[src/rtl/data_serializer.sv]
// data_serializer: snapshots a STAGE-word frame on load and streams it one word per clock with start/done framing.
module data_serializer #(
    parameter int STAGE  = 8,
    parameter int DWIDTH = 8,
    parameter int GAP    = 1,
    parameter int IW     = $clog2(STAGE)
) (
    input  logic              clk,
    input  logic              rst,
    input  logic              load,
    input  logic              abort,
    input  logic [DWIDTH-1:0] data_d [0:STAGE-1],
    output logic              ready,
    output logic              start,
    output logic [DWIDTH-1:0] data,
    output logic              dvalid,
    output logic [IW-1:0]     idx,
    output logic              last,
    output logic              done
);
    localparam int GN = (GAP < 1) ? 1 : GAP;
    localparam int GW = $clog2(GN) + 1;

    typedef enum logic [1:0] {S_IDLE, S_START, S_SHIFT, S_GAP} state_t;

    state_t            state, state_n;
    logic [IW-1:0]     cnt, cnt_n;
    logic [GW-1:0]     gcnt, gcnt_n;
    logic              take;
    logic [DWIDTH-1:0] snap [0:STAGE-1];

    always_comb begin
        state_n = state;
        cnt_n   = cnt;
        gcnt_n  = gcnt;
        take    = 1'b0;
        case (state)
            S_IDLE: begin
                take    = load;
                state_n = load ? S_START : S_IDLE;
            end
            S_START: begin
                state_n = S_SHIFT;
                cnt_n   = '0;
            end
            S_SHIFT: begin
                state_n = (cnt == IW'(STAGE - 1)) ? S_GAP : S_SHIFT;
                cnt_n   = (cnt == IW'(STAGE - 1)) ? '0 : cnt + 1'b1;
                gcnt_n  = '0;
            end
            S_GAP: begin
                state_n = (gcnt == GW'(GN - 1)) ? S_IDLE : S_GAP;
                gcnt_n  = gcnt + 1'b1;
            end
            default: state_n = S_IDLE;
        endcase
        // abort only matters while busy; in IDLE load keeps priority
        if (abort && state != S_IDLE) state_n = S_IDLE;
    end

    // outputs are registered decodes of the next state so they line up with it
    always_ff @(posedge clk) begin
        if (!rst) begin
            state  <= S_IDLE;
            cnt    <= '0;
            gcnt   <= '0;
            snap   <= '{default: '0};
            ready  <= 1'b1;
            start  <= 1'b0;
            dvalid <= 1'b0;
            data   <= '0;
            idx    <= '0;
            last   <= 1'b0;
            done   <= 1'b0;
        end else begin
            state  <= state_n;
            cnt    <= cnt_n;
            gcnt   <= gcnt_n;
            if (take) snap <= data_d;
            ready  <= state_n == S_IDLE;
            start  <= state_n == S_START;
            dvalid <= state_n == S_SHIFT;
            data   <= (state_n == S_SHIFT) ? snap[cnt_n] : '0;
            idx    <= (state_n == S_SHIFT) ? cnt_n : '0;
            last   <= state_n == S_SHIFT && cnt_n == IW'(STAGE - 1);
            done   <= state == S_SHIFT && state_n == S_GAP;
        end
    end
endmodule

[config.mk]
export PLATFORM = sky130hd
export DESIGN_NAME = data_serializer
export DESIGN_NICKNAME = d
export VERILOG_FILES = /design/src/rtl/data_serializer.sv
export SDC_FILE = /design/constraint.sdc
export NUM_CORES = 1
export LEC_CHECK = 0
export CAP_MARGIN = 20
export CELL_PAD_IN_SITES_DETAIL_PLACEMENT = 1
export CELL_PAD_IN_SITES_GLOBAL_PLACEMENT = 1
export CORE_MARGIN = 1.5
export CORE_UTILIZATION = 39
export CTS_CLUSTER_SIZE = 25
export DETAILED_ROUTE_END_ITERATION = 12
export PLACE_DENSITY_LB_ADDON = 0.1
export SYNTH_ARGS = -nofsm -noshare
export SYNTH_HDL_FRONTEND = slang
export SYNTH_SLANG_ARGS = --single-unit
export TNS_END_PERCENT = 20
[constraint.sdc]
create_clock -name clk -period 5 [get_ports clk]
set_input_delay 1 -clock clk [delete_from_list [all_inputs] [get_ports clk]]
set_output_delay 1 -clock clk [all_outputs]
set_load 0.05 [all_outputs]
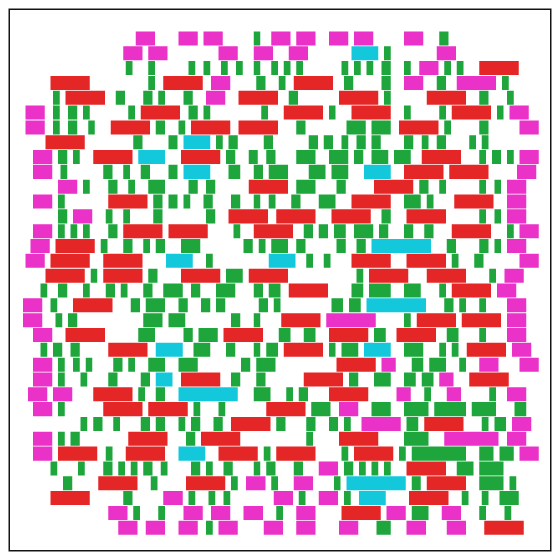
(images/placement_by_type.png)
red -> flops  # cells 86
cyan -> clock drivers and dummy loads  # cells 16
magenta -> other buffers and delay cells  # cells 91
green -> combinational and other logic  # cells 328
end-of-flow core utilization: 0.5451
fraction of standard cell area that is sequential: 0.3569

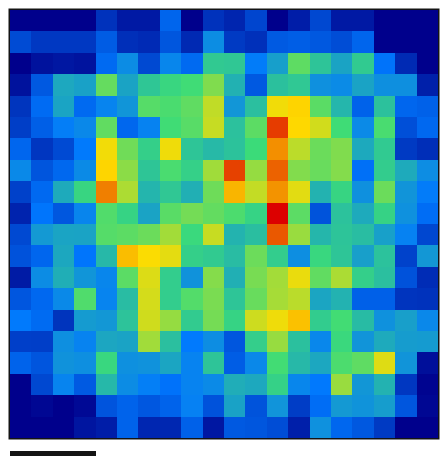
(images/metal_density.png)
Scale bar: 20 um. The die is cut into 20 by 20 equal tiles; dark blue is low, red is high, scaled to the fullest tile. Values are wire area over tile area, all layers added.
tiles over half the peak = 23%
nearly empty tiles = 6.5%
fullest tile = 0.52
densest ninth of the die = center
mean over tiles = 0.18
detailed-route wire length per cell: 17.93 um
global routing usage summed across all routing layers: 0.2264
vias post-DR: 3,496

==> impl_metrics.ini <==
; physical design summary
[run_status]
outcome = finished, final reports clean

[routing]
met2_length_mm = 5.402
first_pass_iters = 4
via_per_inst = 5.558
topRoutingLayerUsed = met4
drtIter0Drc = 137
wl_met3_um = 394
ant_nets = 0
detail_route.wirelength.met1_mm = 5.237

[cells_and_area]
number_of_nets_in_the_layout = 589
layout_top_cells_excl_fill_tap = nand2_1, dfxtp_1, clkdlybuf4s50_1
comb_area_um2 = 1710
antennaDiodeCount = 0
layout.cells.non_filler = 629
fillCellCount = 1063
area.share.combinational = 0.3546
nonclk_buf_count = 91
mostFrequentLayoutCell = nand2_1
non_clk_invs = 6
non_clock_buffer_area_share = 0.1977
area_delta_synth_final_pct = 34.04

[floorplan]
initCoreUtil = 0.4067
coreArea_um2 = 8848
die_height_um = 99.06

[logic_synthesis]
top_cells_by_area = dfxtp_1, nand2_1, a21oi_1
synth.lib_cells_used.distinct = 33
synth.top_cell.area_share = 0.4784
synth-seq-cells = 86
mappedNetlistArea_um2 = 3598
yosysWarningCount = 0
synth_stat.cells = 454

[pwr]
powerDensity_nw_per_um2 = 343.7
pwr-share-clk = 0.406
power.total_w = 0.001658
p_switching_w = 0.0004095
leakage_power_figure_nw = 1.730

[setup_path]
end_kind = register
timing.critical_path.cells = clkdlybuf4s50_1 -> inv_2 -> a2111oi_4 -> or4b_1 -> o22ai_1
cpMaxStageDelayCell = or4b_1
worstSetupPathDepth = 5
critPathArrivalTime_ps = 3160
rr_endpoint = data[6]$_SDFF_PN0_
crit_path_max_incr_delay_ps = 660
path_buffers = 2

[global_route]
grt_start_max_net_pins = 69

[clock_network]
clock_tree.htree_level_count = 3
clockBufferDepth = 2
tritoncts_num_sinks = 86
cts_hold_buf = 0
number_of_buffers_inserted_to_repair_setup_after_cts = 0
clk_transition_reported_paths_ps = 100
worst_skew_pair.late_latency_ps = 370
cts_root_buf = clkbuf_8

[timing]
setup_tns_ps = 0
worst-slew-pin-transition_ps = 1050
max_frequency_mhz = 348.0
skew_ps = 15.72
worst_slew_margin_rel = 0.2995
unrepaired_setup_endpoints_after_global_routing = false
hold_ws_ps = 458.3
final.min_clock_period_ps = 2874
setup_viol_count_final = 0
period_used_share = 0.5747

[placement]
dpl-instance-area_um2 = 4491
place_ws_ps = 1794
place_congestion = 0.8152
dp_cells = 611

[hold_path]
min_delay_path_depth = 2
worst_hold_path_type = reg2reg
hold_start = snap[43]$_SDFFE_PN0P_
whs_endpoint = snap[43]$_SDFFE_PN0P_

[job]
timing.max_cap.violations = 0
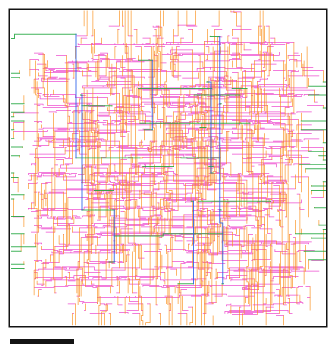
(images/wires.png)
Scale bar: 20 um.
orange -> metal 2  # wire length 5,400 um
magenta -> metal 1  # wire length 5,240 um
blue -> metal 4  # wire length 247 um
green -> metal 3  # wire length 395 um
sum of routed wire length over all layers: 11.28 mm

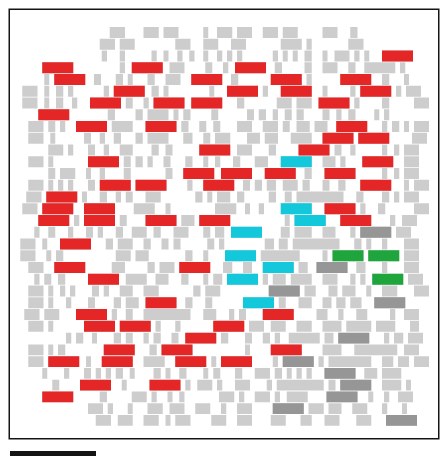
(images/flops_by_reg.png)
Scale bar: 20 um. Other sequential cells in the stronger gray, the rest of the logic in the fainter gray.
cyan -> `data`  # placed flops 8, where center
red -> `snap`  # placed flops 64, where all over the die
green -> `idx`  # placed flops 3
not colored = 11
sequential cell power: 0.000749 W
Reg area: 1722 um^2

==> power by group through the flow <==
stage	clock network, W	registers [W]	logic, W
5_1_grt	0.000705	0.000753	0.000260
3_3_place_gp	0	0.000763	0.000218
6_report	0.000673	0.000749	0.000236
4_1_cts	0.000670	0.000748	0.000232
2_1_floorplan	0	0.000767	0.000121
3_5_place_dp	0	0.000764	0.000229
==> cell families (layout without fill, tap and decap cells) <==
group	count (synthesis)	after routing	synth area share
and+or+nand+nor	175	175	0.2065
DFF	86	86	0.4784
adders and majority gates	5	5	0.01739
muxes	1	1	0.002782
AOI/OAI and AO/OA	141	141	0.2458
buffers and inverters	46	113	0.04903
==> worst max path at each step <==
stage / startpoint / to / slack (ps)
after detailed placement: rst / data[4]$_SDFF_PN0_ / 1790
after global routing: rst / data[2]$_SDFF_PN0_ / 2030
after CTS: load / done$_SDFF_PN0_ / 2160
after global placement: rst / data[5]$_SDFF_PN0_ / 1550
final: rst / data[2]$_SDFF_PN0_ / 2130
after floorplan: abort / data[0]$_SDFF_PN0_ / 2700
==> flip-flops by register name, indices dropped and copies added (netlist names) <==
name / count
idx: 3
dvalid: 1
state: 2
last: 1
start: 1
done: 1
snap: 64
ready: 1
gcnt: 1
cnt: 3
data: 8
==> cells in the mapped netlist <==
master     instances
inv_1              5
or4b_1             1
nor2b_1            4
buf_1              7
mux2i_1            1
nor2b_2            1
and2_1             1
nand2b_1           1
nand4b_1           1
nand4bb_1          1
dfxtp_1           86
buf_2              3
o21ai_1            1
o21ai_0           32
or2_1              1
nor2_1            12
or3b_1             1
a21oi_1           64
a31oi_1            1
nor4b_1            1
a32o_1            16
nor4bb_1           1
nand3_1           16
and4b_1            1
nor4_1             1
clkbuf_1          30
inv_2              1
ha_1               5
nand2_1          131
a2111oi_4          1
o22ai_1            8
a211oi_1           2
a311oi_1          16
No activity file was given, so power comes from the tool's default toggle rates.
